Fig. 1: routed clock nets over the placement
Bar = 20 µm.
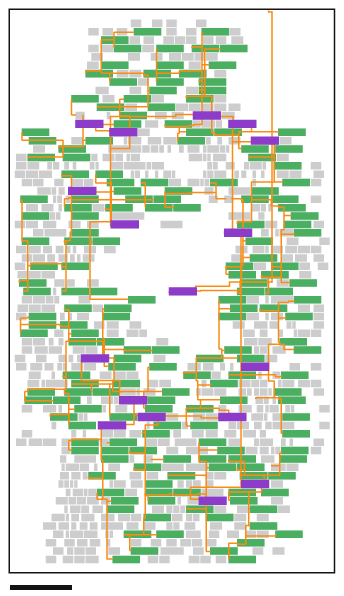
Fig. 2: placement by cell class
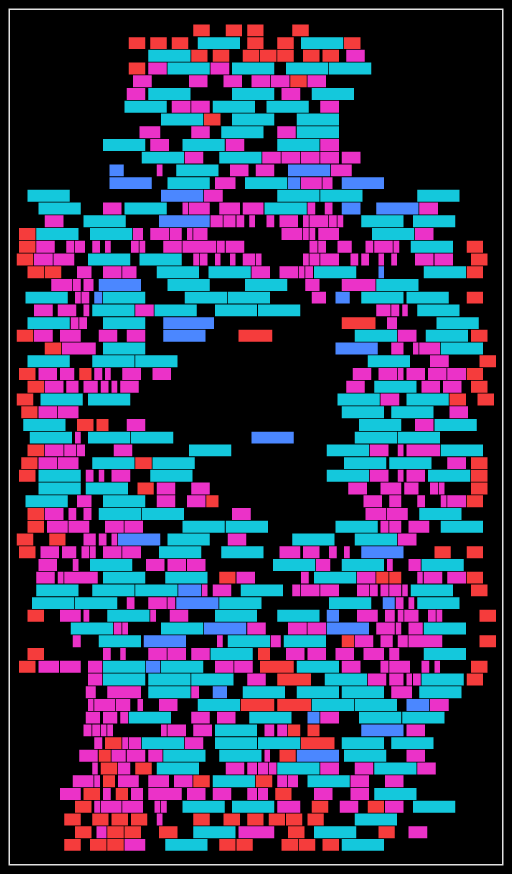
Fig. 3: clock nets
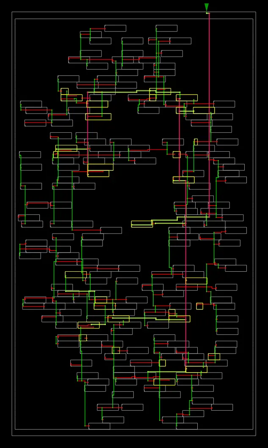
--- src/rtl/adder_pkg.sv ---
// Shared defaults, stage-count helper and the per-stage register layout for
// the pipelined adder.
package adder_pkg;
  localparam int ADDER_DATA_W  = 32;
  localparam int ADDER_STAGE_W = 8;

  function automatic int nstg(input int dw, input int sw);
    return dw / sw;
  endfunction

  // Sum bits below the stage boundary are final; a/b carry the operand bits
  // that later stages still have to add.
  typedef struct packed {
    logic                    vld;
    logic [ADDER_DATA_W-1:0] sum;
    logic                    cy;
    logic [ADDER_DATA_W-1:0] a;
    logic [ADDER_DATA_W-1:0] b;
  } stg_t;
endpackage

--- src/rtl/pg_slice_4bit.sv ---
// Combinational 4-bit generate/propagate slice with lookahead carries.
module pg_slice_4bit (
  input  logic [3:0] i_a,
  input  logic [3:0] i_b,
  input  logic       i_ci,
  output logic [3:0] o_s,
  output logic       o_co
);
  logic [3:0] w_g, w_p;
  logic [4:0] w_c;

  assign w_g    = i_a & i_b;
  assign w_p    = i_a ^ i_b;
  assign w_c[0] = i_ci;
  assign w_c[1] = w_g[0] | (w_p[0] & i_ci);
  assign w_c[2] = w_g[1] | (w_p[1] & w_g[0]) | (w_p[1] & w_p[0] & i_ci);
  assign w_c[3] = w_g[2] | (w_p[2] & w_g[1]) | (w_p[2] & w_p[1] & w_g[0])
                | (w_p[2] & w_p[1] & w_p[0] & i_ci);
  assign w_c[4] = w_g[3] | (w_p[3] & w_g[2]) | (w_p[3] & w_p[2] & w_g[1])
                | (w_p[3] & w_p[2] & w_p[1] & w_g[0])
                | (w_p[3] & w_p[2] & w_p[1] & w_p[0] & i_ci);
  assign o_s    = w_p ^ w_c[3:0];
  assign o_co   = w_c[4];
endmodule

--- src/rtl/pipelined_adder_32bit.sv ---
// Handshaked adder resolving STAGE_W bits per pipeline stage with skewed operands.
// Define ADDER_OVF_FLAG_EN to add the registered signed-overflow output ovf.
module pipelined_adder_32bit
  import adder_pkg::*;
#(
  parameter int DATA_W  = ADDER_DATA_W,
  parameter int STAGE_W = ADDER_STAGE_W
) (
  input  logic              clk,
  input  logic              rst_n,
  input  logic              in_valid,
  output logic              in_ready,
  input  logic [DATA_W-1:0] a,
  input  logic [DATA_W-1:0] b,
  input  logic              cin,
  output logic              out_valid,
  input  logic              out_ready,
  output logic [DATA_W-1:0] sum,
  output logic              cout
`ifdef ADDER_OVF_FLAG_EN
  ,
  output logic              ovf
`endif
);
  localparam int NSTG = nstg(DATA_W, STAGE_W);
  localparam int NSL  = STAGE_W / 4;
  localparam int LST  = NSTG - 1;

  stg_t              r_stg  [NSTG];
  logic [NSTG-1:0]   w_adv;
  logic [NSTG-1:0]   w_pv;
  logic [NSTG-1:0]   w_pc;
  logic [NSTG-1:0]   w_co;
  logic [DATA_W-1:0] w_pa   [NSTG];
  logic [DATA_W-1:0] w_pb   [NSTG];
  logic [DATA_W-1:0] w_psum [NSTG];
  logic [DATA_W-1:0] w_snew;

  function automatic logic [DATA_W-1:0] f_smask(input int s);
    f_smask = '0;
    f_smask[s*STAGE_W +: STAGE_W] = '1;
  endfunction

  // Advance chain walks back from the output so in_ready sees out_ready.
  always_comb begin
    logic l_nxt;
    l_nxt = out_ready;
    w_adv = '0;
    for (int s = NSTG - 1; s >= 0; s--) begin
      w_adv[s] = !r_stg[s].vld || l_nxt;
      l_nxt    = w_adv[s];
    end
  end

  for (genvar s = 0; s < NSTG; s++) begin : g_stg
    logic [NSL:0] w_c;

    if (s == 0) begin : g_src_in
      assign w_pv[s]   = in_valid;
      assign w_pa[s]   = a;
      assign w_pb[s]   = b;
      assign w_psum[s] = '0;
      assign w_pc[s]   = cin;
    end else begin : g_src_reg
      assign w_pv[s]   = r_stg[s-1].vld;
      assign w_pa[s]   = r_stg[s-1].a;
      assign w_pb[s]   = r_stg[s-1].b;
      assign w_psum[s] = r_stg[s-1].sum;
      assign w_pc[s]   = r_stg[s-1].cy;
    end

    assign w_c[0] = w_pc[s];
    for (genvar k = 0; k < NSL; k++) begin : g_sl
      pg_slice_4bit u_sl (
        .i_a  (w_pa[s][s*STAGE_W + 4*k +: 4]),
        .i_b  (w_pb[s][s*STAGE_W + 4*k +: 4]),
        .i_ci (w_c[k]),
        .o_s  (w_snew[s*STAGE_W + 4*k +: 4]),
        .o_co (w_c[k+1])
      );
    end
    assign w_co[s] = w_c[NSL];
  end

  always_ff @(posedge clk or negedge rst_n) begin
    if (!rst_n) begin
      for (int s = 0; s < NSTG; s++) r_stg[s] <= '0;
    end else begin
      for (int s = 0; s < NSTG; s++) begin
        if (w_adv[s]) begin
          r_stg[s].vld <= w_pv[s];
          // Data only moves with a real operand so a stalled-empty output stays quiet.
          if (w_pv[s]) begin
            r_stg[s].a   <= w_pa[s];
            r_stg[s].b   <= w_pb[s];
            r_stg[s].cy  <= w_co[s];
            r_stg[s].sum <= (w_psum[s] & ~f_smask(s)) | (w_snew & f_smask(s));
          end
        end
      end
    end
  end

`ifdef ADDER_OVF_FLAG_EN
  logic r_ovf;
  always_ff @(posedge clk or negedge rst_n) begin
    if (!rst_n) r_ovf <= 1'b0;
    else if (w_adv[LST] && w_pv[LST])
      r_ovf <= (w_pa[LST][DATA_W-1] == w_pb[LST][DATA_W-1]) &&
               (w_snew[DATA_W-1] != w_pa[LST][DATA_W-1]);
  end
  assign ovf = r_ovf;
`endif

  assign in_ready  = w_adv[0];
  assign out_valid = r_stg[LST].vld;
  assign sum       = r_stg[LST].sum;
  assign cout      = r_stg[LST].cy;
endmodule

--- config.mk ---
export PLATFORM = sky130hd
export DESIGN_NAME = pipelined_adder_32bit
export DESIGN_NICKNAME = d
export VERILOG_FILES = /design/src/rtl/adder_pkg.sv /design/src/rtl/pg_slice_4bit.sv /design/src/rtl/pipelined_adder_32bit.sv
export SDC_FILE = /design/constraint.sdc
export NUM_CORES = 1
export LEC_CHECK = 0
export CAP_MARGIN = 20
export CORE_ASPECT_RATIO = 1.75
export CORE_UTILIZATION = 45
export CTS_CLUSTER_DIAMETER = 200
export DETAILED_ROUTE_END_ITERATION = 12
export PLACE_DENSITY = 0.77
export SYNTH_ARGS = -nofsm -noshare
export SYNTH_HDL_FRONTEND = slang
export SYNTH_SLANG_ARGS = --single-unit
--- constraint.sdc ---
create_clock -name clk -period 2.4 [get_ports clk]
set_input_delay 0.48 -clock clk [delete_from_list [all_inputs] [get_ports clk]]
set_output_delay 0.48 -clock clk [all_outputs]
set_load 0.02 [all_outputs]
==> run_summary.xml <==
<?xml version="1.0" encoding="UTF-8"?>
<metrics>
  <group name="outcome">
    <metric name="status" unit="">complete, but fails checks</metric>
    <metric name="violations" unit="">negative hold slack</metric>
  </group>
  <group name="synthesis">
    <metric name="ys_cells" unit="">617</metric>
    <metric name="ys_sh_simple" unit="%">4.39</metric>
    <metric name="yosys_warnings" unit="">0</metric>
    <metric name="post_syn_area" unit="mm²">0.00838</metric>
    <metric name="common_cells" unit="">184 x sky130_fd_sc_hd__dfrtp_1, 145 x sky130_fd_sc_hd__mux2_2, 39 x sky130_fd_sc_hd__o21ai_0, 38 x sky130_fd_sc_hd__nand2_1, 37 x sky130_fd_sc_hd__buf_4</metric>
    <metric name="synthXorXnorAreaFrac" unit="%">2.20</metric>
    <metric name="muxShareOfSynthArea" unit="%">20.0</metric>
    <metric name="topCellsByArea" unit="">sky130_fd_sc_hd__dfrtp_1 55%, sky130_fd_sc_hd__mux2_2 19%, sky130_fd_sc_hd__ha_1 4.8%</metric>
    <metric name="syn_avg_cell_area" unit="µm²">13.6</metric>
    <metric name="post-synth-top-area-cell" unit="">sky130_fd_sc_hd__dfrtp_1</metric>
    <metric name="compound_area_share" unit="%">5.81</metric>
    <metric name="post_synthesis_instance_total" unit="">617</metric>
    <metric name="fraction_of_registers_with_async_set_or_reset_after_synthesis" unit="%">100</metric>
    <metric name="synthesis.nets" unit="">726</metric>
    <metric name="yosys_area" unit="mm²">0.00838</metric>
    <metric name="synth_seq_share" unit="%">54.9</metric>
    <metric name="ys_ff" unit="">184</metric>
    <metric name="fa_ha_area_share" unit="%">6.69</metric>
    <metric name="synth-edff-count" unit="">0</metric>
    <metric name="yosys-dominant-comb-family" unit="">multiplexers</metric>
    <metric name="synthDominantCellAreaShare" unit="%">54.9</metric>
    <metric name="netlist-cell-type-count" unit="">39</metric>
    <metric name="ys_dominant_reg_cell" unit="">sky130_fd_sc_hd__dfrtp_1</metric>
    <metric name="synth.most_common_cell" unit="">sky130_fd_sc_hd__dfrtp_1</metric>
  </group>
  <group name="final_layout">
    <metric name="syn2layout_area_growth" unit="%">20.6</metric>
    <metric name="drive_gt1_share" unit="%">29.1</metric>
    <metric name="finalCoreUtilization" unit="%">55.7</metric>
    <metric name="antenna_diode_count" unit="">0</metric>
    <metric name="layout.filler_cells" unit="">1504</metric>
    <metric name="finalNonFillerCells" unit="">951</metric>
    <metric name="fin_nets" unit="">813</metric>
  </group>
  <group name="pwr">
    <metric name="cellLeakagePower" unit="nW">4.40</metric>
    <metric name="maximum_ir_drop_on_the_vdd_rail" unit="V">0.000585</metric>
    <metric name="powerDensity" unit="mW/mm²">1130</metric>
  </group>
  <group name="global_route">
    <metric name="globalRouteOverflowTotal" unit="">0</metric>
    <metric name="largest_net_degree_at_the_start_of_global_routing" unit="">59</metric>
    <metric name="grt_antenna_before_repair" unit="">0</metric>
    <metric name="grt_first_pass_wirelength" unit="µm">25500</metric>
    <metric name="number_of_global_route_vias_before_repair" unit="">5461</metric>
    <metric name="gr-usage-all-layers" unit="%">17.0</metric>
  </group>
  <group name="final_timing">
    <metric name="final.period_utilization" unit="%">96.4</metric>
    <metric name="layout_min_cycle_time" unit="ns">2.31</metric>
    <metric name="finalHoldViolCount" unit="">2</metric>
    <metric name="hold_ws" unit="ns">-0.00365</metric>
    <metric name="max_freq" unit="MHz">432</metric>
    <metric name="final-setup-viol-count" unit="">0</metric>
    <metric name="relSlewSlack" unit="%">67.5</metric>
    <metric name="rsz0062_at_grt" unit="">false</metric>
    <metric name="total_negative_setup_slacks" unit="ns">0</metric>
    <metric name="tightestPinTransition" unit="ns">0.488</metric>
    <metric name="drv_slew" unit="">0</metric>
  </group>
  <group name="floorplan">
    <metric name="floorplan.die.height" unit="µm">183</metric>
    <metric name="floorplan.initialDensity" unit="%">46.2</metric>
    <metric name="design.core.area" unit="mm²">0.0181</metric>
    <metric name="floorplan.rows" unit="">65</metric>
    <metric name="floorplan.die_area" unit="mm²">0.0192</metric>
    <metric name="die-width" unit="µm">105</metric>
    <metric name="ioPinCount" unit="">104</metric>
  </group>
  <group name="clock_network">
    <metric name="cts-htree-levels" unit="">4</metric>
    <metric name="cts.hold.buffers_added" unit="">0</metric>
    <metric name="clock_path_buffers" unit="">2</metric>
    <metric name="clockRootBuffer" unit="">sky130_fd_sc_hd__clkbuf_16</metric>
    <metric name="cts_inserted_buffers" unit="">17</metric>
    <metric name="clkSinkCount" unit="">184</metric>
    <metric name="cts.clk_slew.worst_paths" unit="ns">0.06</metric>
    <metric name="tritoncts" unit="">yes</metric>
    <metric name="insertion_delay" unit="ns">0.43</metric>
  </group>
  <group name="flow_run">
    <metric name="log.warning_count" unit="">26</metric>
    <metric name="timing.max_cap.violations" unit="">0</metric>
  </group>
  <group name="worst_setup_path">
    <metric name="cp_data_required_time" unit="ns">1.92</metric>
    <metric name="path_common_cell" unit="">sky130_fd_sc_hd__clkdlybuf4s50_1</metric>
    <metric name="worstPathCellList" unit="">clkdlybuf4s50_1 -&gt; nor2b_4 -&gt; nand4_4 -&gt; clkdlybuf4s50_1</metric>
    <metric name="worst-endpoint-arrival" unit="ns">1.83</metric>
    <metric name="crit_path_start" unit="">out_ready</metric>
    <metric name="crit_path_max_incr_delay" unit="ns">0.58</metric>
    <metric name="path_max_fanout" unit="">3</metric>
    <metric name="critical_path.reg2reg.startpoint" unit="">r_stg[212]$_DFFE_PN0P_</metric>
    <metric name="critical_path.endpoint_type" unit="">primary output</metric>
    <metric name="timing.critical_path.slowest_stage_cell" unit="">sky130_fd_sc_hd__clkdlybuf4s50_1</metric>
    <metric name="setup.worst_path.class" unit="">input pin to primary output</metric>
    <metric name="critPathLaunchType" unit="">input pin</metric>
  </group>
  <group name="drt">
    <metric name="drt_pre_antenna_iters" unit="">7</metric>
    <metric name="detail_route.drc_violations" unit="">0</metric>
    <metric name="route.final.wire_length" unit="µm">14900</metric>
    <metric name="viasPerCell" unit="">5.13</metric>
    <metric name="drt_first_iter_violations" unit="">80</metric>
    <metric name="drt-wirelength-per-cell" unit="µm">15.7</metric>
    <metric name="postRouteAntennaNets" unit="">0</metric>
    <metric name="vias" unit="">4876</metric>
  </group>
  <group name="place">
    <metric name="io_buffers" unit="">103</metric>
    <metric name="hpwlAfterDp" unit="µm">11000</metric>
    <metric name="finalWeightedCongestion" unit="">0.810</metric>
    <metric name="dpl.cell_count" unit="">919</metric>
  </group>
  <group name="worst_hold_path">
    <metric name="hp-class" unit="">input pin to async pin</metric>
  </group>
</metrics>
Back to the opening pictures, Fig. 1:
[flip-flops] green | count: 184
[clock wires] orange | length: 2000 µm
[clock drivers] purple | count: 17
flops lie: spread over the die
post-route clock skew: 0.00823 ns
Clk network pwr share: 24.3%

Back to the opening pictures, Fig. 2:
| class | colour | cells | share of their area |
|---|---|---|---|
| combinational and other logic | magenta | 379 | 34% |
| flops | cyan | 184 | 47% |
| clock drivers and dummy loads | blue | 32 | 6.1% |
| other buffers and delay cells | red | 122 | 13% |

Back to the opening pictures, Fig. 3:
number of clock buffers in the layout: 20
flip-flop and latch count: 184

-- power breakdown --
group,internal [mW],switching [mW],leakage (nW),total [mW]
clock,1.60,1.18,0.281,2.78
sequential,4.15,0.620,2.18,4.77
combinational,2.10,1.79,1.94,3.88
-- per-layer routing --
layer	part of all wire, %	GRT usage (%)
met2	56	32.2
met4	3.4	8.79
met3	3.0	3.29
met5	0	0
met1	37	17.6
-- sequential cells by signal (all words and copies together), names as in the netlist --
signal and flops:
out_valid 1, g_stg.w_c 3, sum 32, cout 1, r_stg 147
-- repair_timing --
item	CTS	global route
buffers inserted	0	0
endpoints found under the setup margin	0	5
resized	0	3
-- logic make-up after synthesis --
logic type	after synthesis
buffers and inverters	68
adders and majority gates	40
DFF	184
muxes	149
AOI/OAI and AO/OA	78
xor gates and xnor gates	21
and+or+nand+nor	77
-- cell usage in the layout, fill, tap and decap left out, types with 5 or more instances in the layout --
cell type,n
sky130_fd_sc_hd__a21oi_1,8
sky130_fd_sc_hd__buf_12,7
sky130_fd_sc_hd__clkbuf_16,17
sky130_fd_sc_hd__inv_1,14
sky130_fd_sc_hd__mux2_2,145
sky130_fd_sc_hd__a211oi_2,5
sky130_fd_sc_hd__nand3_1,5
sky130_fd_sc_hd__fa_1,8
sky130_fd_sc_hd__clkdlybuf4s50_1,102
sky130_fd_sc_hd__buf_4,12
sky130_fd_sc_hd__nand2b_1,10
sky130_fd_sc_hd__o21ai_0,39
sky130_fd_sc_hd__xnor2_1,7
sky130_fd_sc_hd__nor2_1,15
sky130_fd_sc_hd__xor2_1,14
sky130_fd_sc_hd__a21o_1,7
sky130_fd_sc_hd__nand2_1,36
sky130_fd_sc_hd__ha_1,32
sky130_fd_sc_hd__dfrtp_1,184
-- layout make-up --
| class | instances | area [µm²] | share of cell area [%] |
|---|---|---|---|
| timing repair buffer | 122 | 1260 | 12.5 |
| multi-input combinational | 365 | 3300 | 32.6 |
| clock inverter | 12 | 141 | 1.40 |
| sequential | 184 | 4600 | 45.6 |
| tap | 234 | 293 | 2.90 |
| inverter | 14 | 52.6 | 0.520 |
| clock buffer | 20 | 457 | 4.52 |
-- through the flow --
step / setup slack, ns / hold slack (ns) / power (mW) / cell area, µm²
after floorplan: 0.290 / 0.184 / 7.60 / 8380
after CTS: 0.0845 / 0.00239 / 11.6 / 10100
after global placement: -0.110 / 0.457 / 8.49 / 9490
after global routing: 0.0296 / 0.0125 / 12.2 / 10100
final: 0.0874 / -0.00365 / 11.4 / 10100
after detailed placement: -0.212 / 0.465 / 8.73 / 9490
-- worst paths after layout --
kind / slack (ns) / cells past startpoint / to
max: 0.09 / 4 / in_ready
min reg2reg: 0.48 / 2 / r_stg[274]$_DFFE_PN0P_
min: -0.004 / 1 / sum[3]$_DFFE_PN0P_
min in group clk: 0.48 / 2 / r_stg[274]$_DFFE_PN0P_
max in group asynchronous: 1.72 / 2 / r_stg[359]$_DFFE_PN0P_
max reg2reg: 0.19 / 7 / r_stg[183]$_DFFE_PN0P_
-- worst max-delay path: cells and delay by family --
family	cells	cell delay, ns
and+or+nand+nor	2	0.31
buffers and inverters	2	1.04
Power figures rest on the tool's default switching activity, not on a simulated workload.
